==> config.mk <==
export PLATFORM = sky130hd
export DESIGN_NAME = reg_write_arbiter
export DESIGN_NICKNAME = d
export VERILOG_FILES = /design/src/rtl/reg_write_arb_pkg.sv /design/src/rtl/reg_write_arbiter_rr_pick.sv /design/src/rtl/reg_write_arbiter.sv
export SDC_FILE = /design/constraint.sdc
export NUM_CORES = 1
export LEC_CHECK = 0
export CORE_MARGIN = 2
export CORE_UTILIZATION = 41
export DETAILED_ROUTE_END_ITERATION = 8
export PLACE_DENSITY = 0.81
export SLEW_MARGIN = 20
export SYNTH_ARGS = -nofsm -noshare
export SYNTH_HDL_FRONTEND = slang
export SYNTH_SLANG_ARGS = --single-unit
==> constraint.sdc <==
create_clock -name Clock -period 2.9 [get_ports Clock]
set_input_delay 0.58 -clock Clock [delete_from_list [all_inputs] [get_ports Clock]]
set_output_delay 0.58 -clock Clock [all_outputs]
set_load 0.02 [all_outputs]
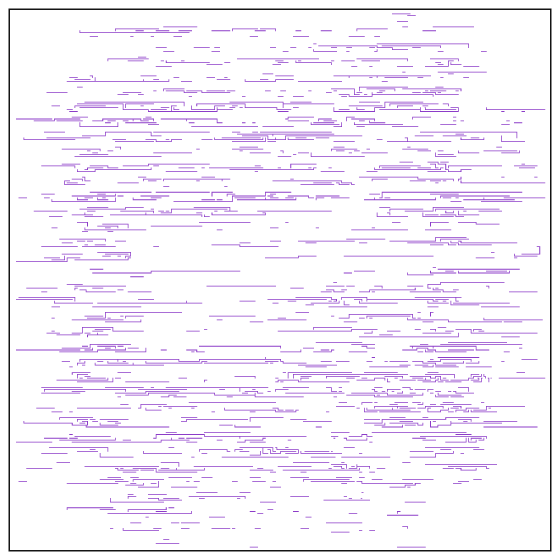
*Met1 routing, run 1*
The layer holds 42% of the routed length. The longest straight run is 25.3 um. The wires run mostly horizontal. The layer carries 4440 um of wire.
detailed-route via count: 3346
met1 usage: 0.293

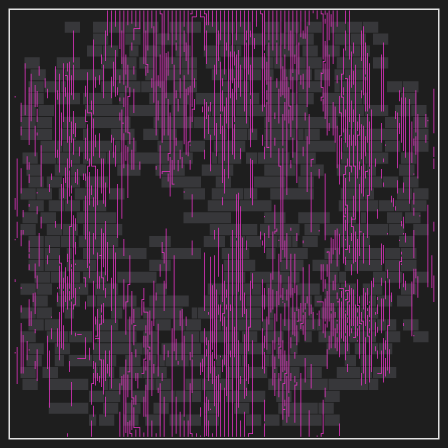
*Metal 2, run 1*
Cells faint in the background.
The layer holds 50% of the routed length. The wires run mostly vertical. The longest straight run is 47.1 um. The layer carries 5400 um of wire.
grt met2 use: 0.377
Post-Route WL: 10.7 mm

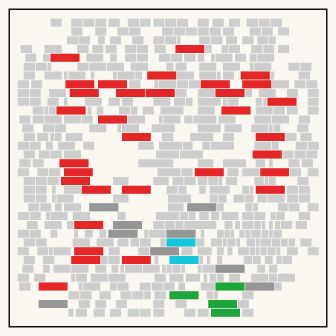
*Sequential cells colored by netlist name, run 1*
Other sequential cells in the stronger gray, the rest of the logic in the fainter gray.
Reg_data: marked red, placed flops 32. sel_q: marked cyan, placed flops 2. Ack: marked green, placed flops 4.
total sequential power: 1.17 mW
Post-Route Utilization: 0.662
register area: 1180 sq um
flop share of the area: 0.206

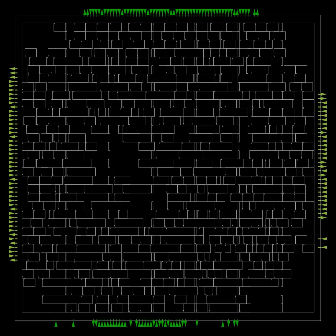
*Cell placement, run 1*
Core Rows: 34
Fillers: 693
Flops: 47
Core ar.: 8640 sq um
Finished Layout Cells: 607

==> deck_impl_summary.md, run 1 <==
Run Summary

Drt
  – Routed wl met3: 689 um
  – DR top layer: met4
  – Wire per inst: 17.6 um
  – Detailed router's first-iteration violation count: 175
  – M1 WL: 4.44 mm
  – Residual DRC: 0

Setup path
  – Critical Path Fanout Max: 13
  – Largest stage delay, worst path: 560 ps
  – Worst path top cell family by delay: buffers and inverters
  – Req. time, crit path: 3090 ps
  – Slowest cell on crit path: clkdlybuf4s50_1
  – Top cell by count, worst path: buf_12
  – CP Cell Sequence: clkdlybuf4s50_1 -> a22o_1 -> a222oi_1 -> buf_4 -> o32ai_4 -> buf_12 -> and2_4 -> buf_12 -> a221oi_2
  – Worst Path Buf+Inv: 4
  – Critical path arrival: 2880 ps
  – Reg2reg path depth: 9

Cells and area
  – Largest cell class by area: non-clock buffers
  – Most numerous logic cell after layout: clkdlybuf4s50_1
  – P&R area growth vs syn: 58.7%
  – Clock network area share: 0.0206
  – Logic area: 2130 sq um
  – Final instance area: 5720 sq um
  – Nets: 637
  – Clock buffers: 6
  – Max reg flops: 32
  – Most frequent cells in the layout: clkdlybuf4s50_1 (174), a221oi_2 (58), dfrtp_1 (47), nor2_1 (42), and2_1 (36)
  – Non-clk buf share: 0.374
  – Signal buffers: 204
  – Logic share of the area: 0.372
  – #MultiIn Comb: 234

STA
  – Fin Hold WS: 161 ps
  – Setup ws final: 208 ps
  – Endpoints failing setup: 0
  – Fin. Hold Viols: 0
  – Slew HR: 0.688
  – Final Max Slew Viols: 0
  – Period minus WS final: 2690 ps
  – RSZ-0062 raised after global routing: false
  – Final Cycle Share: 0.928
  – Worst-Margin Slew: 467 ps

Yosys
  – Count leader, synth: a221oi_2
  – FF+latch count, synth: 47
  – Yosys Chip Area: 3600 sq um
  – Synth cell types: 44
  – Mapped Cells: 327
  – Main flop type after synthesis: dfrtp_1
  – Synth warnings: 0
  – Synthesized cell area: 3600 sq um
  – Area leader share: 0.326
  – AND-OR/OR-AND Cells, Area Fraction: 0.313
  – Async SR Flop Fraction: 1.00
  – Count of library flops with an enable pin: 0
  – Adder share: 0.0174
  – XORs/XNORs by Area: 0
  – Post-synth top area cell: dfrtp_1
  – Simple share: 0.159

Floorplan
  – Initial Util: 0.417
  – Die boundary width: 97.8 um
  – Tap cell count: 108
  – IO Count: 176
  – Chip area: 9560 sq um

Power and ir drop
  – Internal: 3.90 mW
  – Flop pwr share: 0.167
  – Maximum resistive drop on vdd: 0.592 mV
  – Power density cells: 1230 nW/um^2
  – Final Power: 7.02 mW

Global route
  – First-pass GRT wire length: 17.4 mm
  – GRT busiest layer: met2
  – Largest net degree at the start of global routing: 36
  – Global Route met3 Usage: 0.0387
  – Initial antenna violation count: 0

Clock network
  – Hold buffers post-CTS: 0
  – CTS tree: yes
  – Root buffer cell: clkbuf_8
  – # clock sinks: 47
  – Worst-path clk slew: 90 ps

Job
  – Max_cap viols: 0
  – Tool warnings: 29

Place
  – Dpl cell area: 5600 sq um
  – # placed instances: 599
  – Placement Setup Slack: -39.4 ps
  – Post-DP HPWL: 8.16 mm

Outcome
  – Outcome: completed
run 1: power groups by stage:
| stage | combinational, mW | clock (mW) | sequential (mW) |
|---|---|---|---|
| floorplan | 3.29 | 0 | 1.48 |
| global placement | 5.21 | 0 | 1.17 |
| detailed placement | 5.36 | 0 | 1.17 |
| CTS | 5.37 | 0.510 | 1.17 |
| global route | 5.71 | 0.542 | 1.20 |
| finish | 5.35 | 0.498 | 1.17 |
run 1: worst register-to-register path, delay by kind of cell (launching register included):
family,cells,cell delay [ps]
AND-OR/OR-AND,4,1000
adder cells (fa/ha/maj),1,410
buffers and inverters,3,520
flip-flops,1,390
AND/OR/NAND/NOR,1,170
run 1: timing repair:
action / 4_1_cts / 5_1_grt
resized: 0 / 1
endpoints found under the hold margin: 0 / 0
buffers inserted: 0 / 0
setup endpoints to repair: 0 / 1
--- run 2 (diff from run 1) ---
--- a/config.mk
+++ b/config.mk
@@ -7,6 +7,7 @@
 export LEC_CHECK = 0
 export CORE_MARGIN = 2
 export CORE_UTILIZATION = 41
+export CTS_CLUSTER_DIAMETER = 200
 export DETAILED_ROUTE_END_ITERATION = 8
 export PLACE_DENSITY = 0.81
 export SLEW_MARGIN = 20
==> deck_impl_summary.md, run 2 <==
Run Summary

Setup path
  – Critical path arrival: 2880 ps (about the same)
  – Top cell by count, worst path: buf_12
  – Worst path top cell family by delay: buffers and inverters
  – Reg2reg path depth: 9 (unchanged)
  – CP Cell Sequence: clkdlybuf4s50_1 -> a22o_1 -> a222oi_1 -> buf_4 -> o32ai_4 -> buf_12 -> and2_4 -> buf_12 -> a221oi_2
  – Slowest cell on crit path: clkdlybuf4s50_1

Floorplan
  – IO Count: 176 (unchanged)
  – Chip area: 9560 sq um (unchanged)
  – Initial Util: 0.417 (unchanged)
  – Die boundary width: 97.8 um (unchanged)
  – Core ar.: 8640 sq um (unchanged)
  – Core Rows: 34 (unchanged)

Drt
  – Detailed router's first-iteration violation count: 175 (unchanged)
  – Routed wl met3: 689 um (unchanged)
  – M1 WL: 4.44 mm (unchanged)
  – Residual DRC: 0 (unchanged)
  – Post-Route WL: 10.7 mm (unchanged)
  – Detailed-route via count: 3346 (unchanged)

Clock network
  – Root buffer cell: clkbuf_8
  – Post-cts sizing count: 0 (unchanged)
  – Post-CTS Setup Inserts: 0 (unchanged)
  – Hold buffers post-CTS: 0 (unchanged)
  – CTS tree: yes
  – # clock sinks: 47 (unchanged)

Yosys
  – Area leader share: 0.326 (unchanged)
  – Synth warnings: 0 (unchanged)
  – Mapped Cells: 327 (unchanged)
  – Synthesized cell area: 3600 sq um (unchanged)
  – XORs/XNORs by Area: 0 (unchanged)
  – FF+latch count, synth: 47 (unchanged)
  – Adder share: 0.0174 (unchanged)
  – Main flop type after synthesis: dfrtp_1
  – Count leader, synth: a221oi_2

Cells and area
  – Most numerous logic cell after layout: clkdlybuf4s50_1
  – P&R area growth vs syn: 58.7% (unchanged)
  – Max reg flops: 32 (unchanged)
  – Nets: 637 (unchanged)
  – Post-Route Utilization: 0.662 (unchanged)
  – Most frequent cells in the layout: clkdlybuf4s50_1 (174), a221oi_2 (58), dfrtp_1 (47), nor2_1 (42), and2_1 (36)
  – Final instance area: 5720 sq um (unchanged)

Power and ir drop
  – Power density cells: 1230 nW/um^2 (unchanged)
  – Final Power: 7.02 mW (unchanged)
  – Maximum resistive drop on vdd: 0.592 mV (unchanged)

Global route
  – Initial antenna violation count: 0 (unchanged)
  – Grt met2 use: 0.377 (unchanged)
  – Global Route met3 Usage: 0.0387 (unchanged)

STA
  – Setup ws final: 208 ps (unchanged)
  – Endpoints failing setup: 0 (unchanged)
  – RSZ-0062 raised after global routing: false
  – Slew HR: 0.688 (unchanged)
  – Final Max Slew Viols: 0 (unchanged)

Place
  – Post-DP HPWL: 8.16 mm (unchanged)
  – Placement Setup Slack: -39.4 ps (unchanged)
  – # placed instances: 599 (unchanged)
  – Dpl cell area: 5600 sq um (unchanged)

Outcome
  – Outcome: completed

Job
  – Tool warnings: 29 (unchanged)
-- run 2: area by class of cell --
class | count | area, sq um
timing repair buffer | 204 | 2140
sequential | 47 | 1180
inverter | 6 | 22.5
fill | 693 | 2920
tap | 108 | 135
multi-input combinational | 234 | 2130
clock buffer | 6 | 82.6
clock inverter | 2 | 35.0
-- run 2: logic make-up after synthesis --
family	count (synthesis)
flip-flops	47
buffers and inverters	46
AND/OR/NAND/NOR	104
multiplexers	35
adder cells (fa/ha/maj)	5
AND-OR/OR-AND	90
-- run 2: report_power, final --
group          internal, mW  switching [mW]  total [mW]
combinational          2.63            2.71        5.35
sequential            0.990           0.183        1.17
clock                 0.279           0.219       0.498
total                  3.90            3.11        7.02
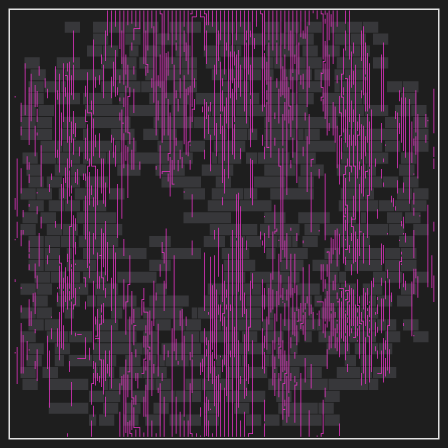
*Metal 2, run 2*
Cells faint in the background.
The wires run mostly vertical. The longest straight run is 47.1 um. 551 nets have wire on it. The layer carries 5400 um of wire. The layer holds 50% of the routed length.

Power is estimated from default activity; no workload was simulated.
